`src/rtl/cnn_pkg.sv`:
```
// Shared constants and state encoding for the 1D-CNN bearing classifier back end.
// Imported by the FC layer, the argmax scheduler and its compare/select step.
package cnn_pkg;

  localparam int DATA_WIDTH = 16;
  localparam int NODES      = 10;
  localparam int CLS_W      = 4;

  typedef enum logic {
    COLLECT = 1'b0,
    RESULT  = 1'b1
  } state_t;

endpackage

```
`src/rtl/argmax_step.sv`:
```
// One signed compare/select stage of a running argmax.
// The first beat seeds the maximum unconditionally; ties go to the later (higher) class.
module argmax_step
  import cnn_pkg::*;
#(
  parameter int DATA_WIDTH = cnn_pkg::DATA_WIDTH,
  parameter int CLS_W      = cnn_pkg::CLS_W
) (
  input  logic [DATA_WIDTH-1:0] cur_max,
  input  logic [CLS_W-1:0]      cur_cls,
  input  logic [DATA_WIDTH-1:0] data,
  input  logic [CLS_W-1:0]      idx,
  input  logic                  first,
  output logic [DATA_WIDTH-1:0] nxt_max,
  output logic [CLS_W-1:0]      nxt_cls
);

  logic take;

  always_comb begin
    take    = first || ($signed(data) >= $signed(cur_max));
    nxt_max = take ? data : cur_max;
    nxt_cls = take ? idx + CLS_W'(1) : cur_cls;
  end

endmodule

```
`src/rtl/argmax_sched.sv`:
```
// Streaming argmax controller: collects one frame of signed logits, then holds the
// winning class, its value and a frame-length error flag until the result is taken.
module argmax_sched
  import cnn_pkg::*;
#(
  parameter int DATA_WIDTH = cnn_pkg::DATA_WIDTH,
  parameter int NODES      = cnn_pkg::NODES,
  parameter int CLS_W      = cnn_pkg::CLS_W
) (
  input  logic                  clk,
  input  logic                  reset,
  input  logic                  in_valid,
  output logic                  in_ready,
  input  logic [DATA_WIDTH-1:0] in_data,
  input  logic                  in_last,
  output logic                  out_valid,
  input  logic                  out_ready,
  output logic [CLS_W-1:0]      out_class,
  output logic [DATA_WIDTH-1:0] out_max,
  output logic                  out_err,
  output logic [15:0]           frame_cnt
);

  state_t state;
  state_t state_nxt;

  logic [CLS_W-1:0]      idx;
  logic [DATA_WIDTH-1:0] run_max;
  logic [CLS_W-1:0]      run_cls;
  logic [DATA_WIDTH-1:0] nxt_max;
  logic [CLS_W-1:0]      nxt_cls;

  logic beat;
  logic take;
  logic at_end_idx;
  logic frame_end;
  logic len_err;

  argmax_step #(
    .DATA_WIDTH (DATA_WIDTH),
    .CLS_W      (CLS_W)
  ) u_step (
    .cur_max (run_max),
    .cur_cls (run_cls),
    .data    (in_data),
    .idx     (idx),
    .first   (idx == '0),
    .nxt_max (nxt_max),
    .nxt_cls (nxt_cls)
  );

  // A frame closes on whichever comes first: in_last or the NODES-th beat.
  always_comb begin
    beat       = in_valid && in_ready;
    take       = out_valid && out_ready;
    at_end_idx = (idx == CLS_W'(NODES - 1));
    frame_end  = beat && (in_last || at_end_idx);
    len_err    = in_last ^ at_end_idx;
  end

  always_ff @(posedge clk) begin
    if (!reset) begin
      state <= COLLECT;
    end else begin
      state <= state_nxt;
    end
  end

  always_comb begin
    state_nxt = state;
    case (state)
      COLLECT: if (frame_end) state_nxt = RESULT;
      RESULT:  if (take)      state_nxt = COLLECT;
      default: state_nxt = COLLECT;
    endcase
  end

  // Handshake flags are registered copies of the next state so in_ready stays low in reset.
  always_ff @(posedge clk) begin
    if (!reset) begin
      in_ready  <= 1'b0;
      out_valid <= 1'b0;
      idx       <= '0;
      run_max   <= '0;
      run_cls   <= '0;
      out_class <= '0;
      out_max   <= '0;
      out_err   <= 1'b0;
      frame_cnt <= 16'd0;
    end else begin
      in_ready  <= (state_nxt == COLLECT);
      out_valid <= (state_nxt == RESULT);
      if (beat) begin
        if (frame_end) begin
          idx       <= '0;
          out_class <= nxt_cls;
          out_max   <= nxt_max;
          out_err   <= len_err;
        end else begin
          idx     <= idx + CLS_W'(1);
          run_max <= nxt_max;
          run_cls <= nxt_cls;
        end
      end
      if (take) begin
        frame_cnt <= frame_cnt + 16'd1;
      end
    end
  end

endmodule

```
`config.mk`:
```
export PLATFORM = sky130hd
export DESIGN_NAME = argmax_sched
export DESIGN_NICKNAME = d
export VERILOG_FILES = /design/src/rtl/cnn_pkg.sv /design/src/rtl/argmax_step.sv /design/src/rtl/argmax_sched.sv
export SDC_FILE = /design/constraint.sdc
export NUM_CORES = 1
export LEC_CHECK = 0
export ABC_CLOCK_PERIOD_IN_PS = 2400
export CELL_PAD_IN_SITES_DETAIL_PLACEMENT = 0
export CELL_PAD_IN_SITES_GLOBAL_PLACEMENT = 1
export CORE_AREA = 4 4 102 104
export CTS_CLUSTER_SIZE = 16
export DETAILED_ROUTE_END_ITERATION = 16
export DIE_AREA = 0 0 106 108
export GPL_ROUTABILITY_DRIVEN = 0
export PLACE_DENSITY_LB_ADDON = 0.25
export RECOVER_POWER = 100
export SYNTH_ARGS = -nofsm -noshare
export SYNTH_HDL_FRONTEND = slang
export SYNTH_SLANG_ARGS = --single-unit
export TNS_END_PERCENT = 30
```
`constraint.sdc`:
```
create_clock -name clk -period 2.4 [get_ports clk]
set_input_delay 0.48 -clock clk [delete_from_list [all_inputs] [get_ports clk]]
set_output_delay 0.48 -clock clk [all_outputs]
set_load 0.05 [all_outputs]
```
Figure 1. Layout detail.
The bar under the picture is 10 microns long. Region (33, 12) to (73, 52) microns. Cells in grey, sequential cells in the stronger grey; small squares are vias.
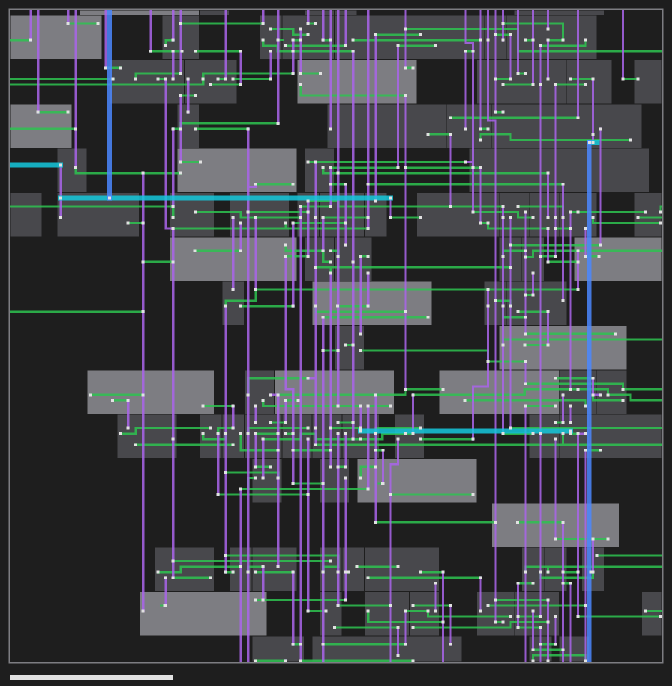
legend:
  met3:
    colour: cyan
  met2:
    colour: purple
  met4:
    colour: blue
  met1:
    colour: green
cells with their middle in the window: 83
most frequent: nand2_1 (13), dfxtp_1 (9)
netlist names of flops here include: `out_max` (5), `run_max` (5), `out_class` (2)
sequential cells in the window: 14

Figure 2. Signal wires on met2.
The bar under the picture is 20 microns long. Cells faint in the background.
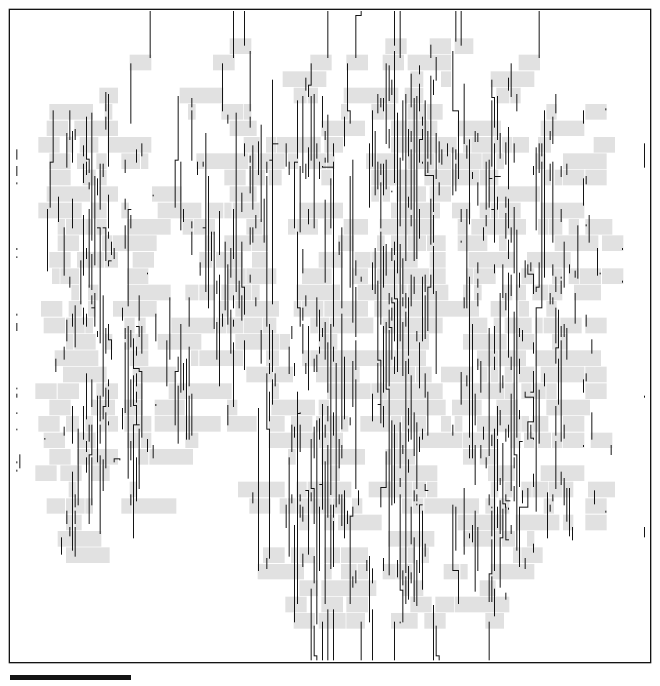
main direction: vertical
wire length on this layer: 4,060 microns

Figure 3. Cells by drive strength.
The bar under the picture is 20 microns long.
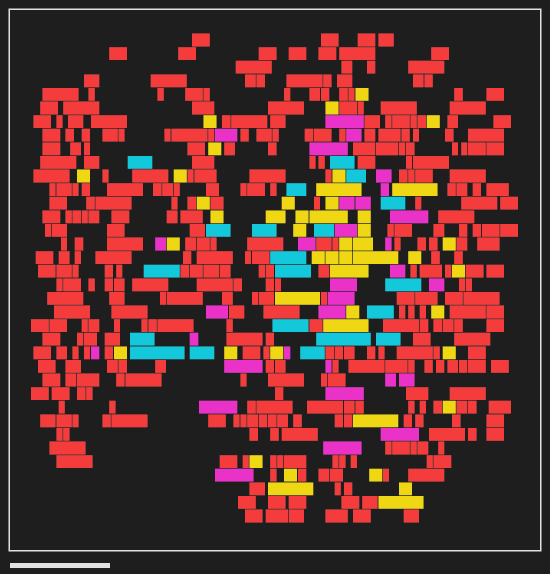
legend:
  drive 2:
    colour: magenta
    cells: 31
    share: 6.5%
  drive 3 to 4:
    colour: yellow
    cells: 47
    share: 9.8%
  drive 1 or less:
    colour: red
    cells: 380
    share: 79%
  drive 6 and up:
    colour: cyan
    cells: 20
    share: 4.2%

-- cell type report --
type | count | area, sq um | share of cell area, %
sequential | 63 | 1270 | 27.4
timing repair buffer | 101 | 988 | 21.3
clock inverter | 6 | 85.1 | 1.83
tap | 133 | 166 | 3.58
clock buffer | 10 | 128 | 2.75
inverter | 22 | 82.6 | 1.78
multi-input combinational | 276 | 1920 | 41.3
-- routing by layer --
metal | routed length, microns | part of all wire [%] | up-vias | global-route usage (%)
met5 | 0 | 0 | - | 0
met4 | 159 | 1.9 | 0 | 5.18
met3 | 429 | 5.1 | 12 | 4.72
met2 | 4060 | 48 | 65 | 26.7
met1 | 3840 | 45 | 1408 | 18.3
li1 | - | - | 1528 | -
==> Changelog: implementation <==
### Metrics

- Status: completed
- Most frequent cells in the layout: nand2_1 (57), dfxtp_1 (54), clkdlybuf4s50_1 (47)
- Final clock skew: ~0.0070 ns
- CTS max path bufs: 2
- Crit path max-delay family: buffers and inverters
- Commonest non-fill, non-tap cell in the layout: nand2_1
- Data arrival, critical path: approximately 2.6 ns
- Count leader, synth: dfxtp_1
- Worst path bufs/invs: 3
- Reg2reg start: run_max[11]$_SDFFE_PN0P_
- Pint: between 1.5 and 2 mW
- First-pass GRT wire length: between 10 and 15 mm
- WL per Instance: between 10 and 15 microns
- Top post-synthesis cells by count: dfxtp_1 (63), nand2_1 (58), o21ai_0 (24)
- F_max: about 0.43 GHz
- RSZ-0062 raised after global routing: yes
- Post-route cell area: around 4600 sq um
- Reg clk slew, reported paths: 0.07 ns
- WHS Endpoint: run_cls[3]$_SDFFE_PN0P_
- Total CTS buffers: 9
- Logic family by area: simple AND/OR/NAND/NOR gates
- CP max-delay cell: clkdlybuf4s50_1
- Initial antenna violation count: 0
- Startpoint types: input pin
- Tot GR Track Use: between 10% and 20%
- Worst Path Max Fanout: 9
- # IOs: 60
- Xor/xnor share: under 10%
- Final worst-path cycle share: a little under 100%
- Number of enable flip-flop cells: 0
- Non-filler cells, final: 611
- Vias in the first global route: between 3,000 and 4,000
- N_diodes: 0
- Combinational Power Share: 16.0%
- End of the worst register-to-register path: out_class[2]$_SDFFE_PN0P_
- Min-delay src: run_cls[3]$_SDFFE_PN0P_
- Yosys Chip Area: ~3200 sq um
- Setup-failing EPs final: 0
- Clock sinks: 63
- Hold slack: around 0.46 ns
- Post-CTS Setup Inserts: 4
- Worst rel slew slack: 46.5%
- Sw Share: 26.8%
- Cell Chain, Critical Path: clkdlybuf4s50_1 > inv_1 > ha_1 > and4_1 > a221oi_2 > nand4_2 > buf_4 > and3_1 > o32ai_1
- Init Core Util: between 30% and 40%
- Crit-path max cell delay: 0.49 ns
- Biggest regs: frame_cnt: 16 flops, out_max: 16 flops, run_max: 16 flops
- Final slew viol count: 0
- Final core occ: between 40% and 50%
- Clock share of power: approximately two fifths
- Flops after synth: 63
Power and IR drop assume default switching activity.
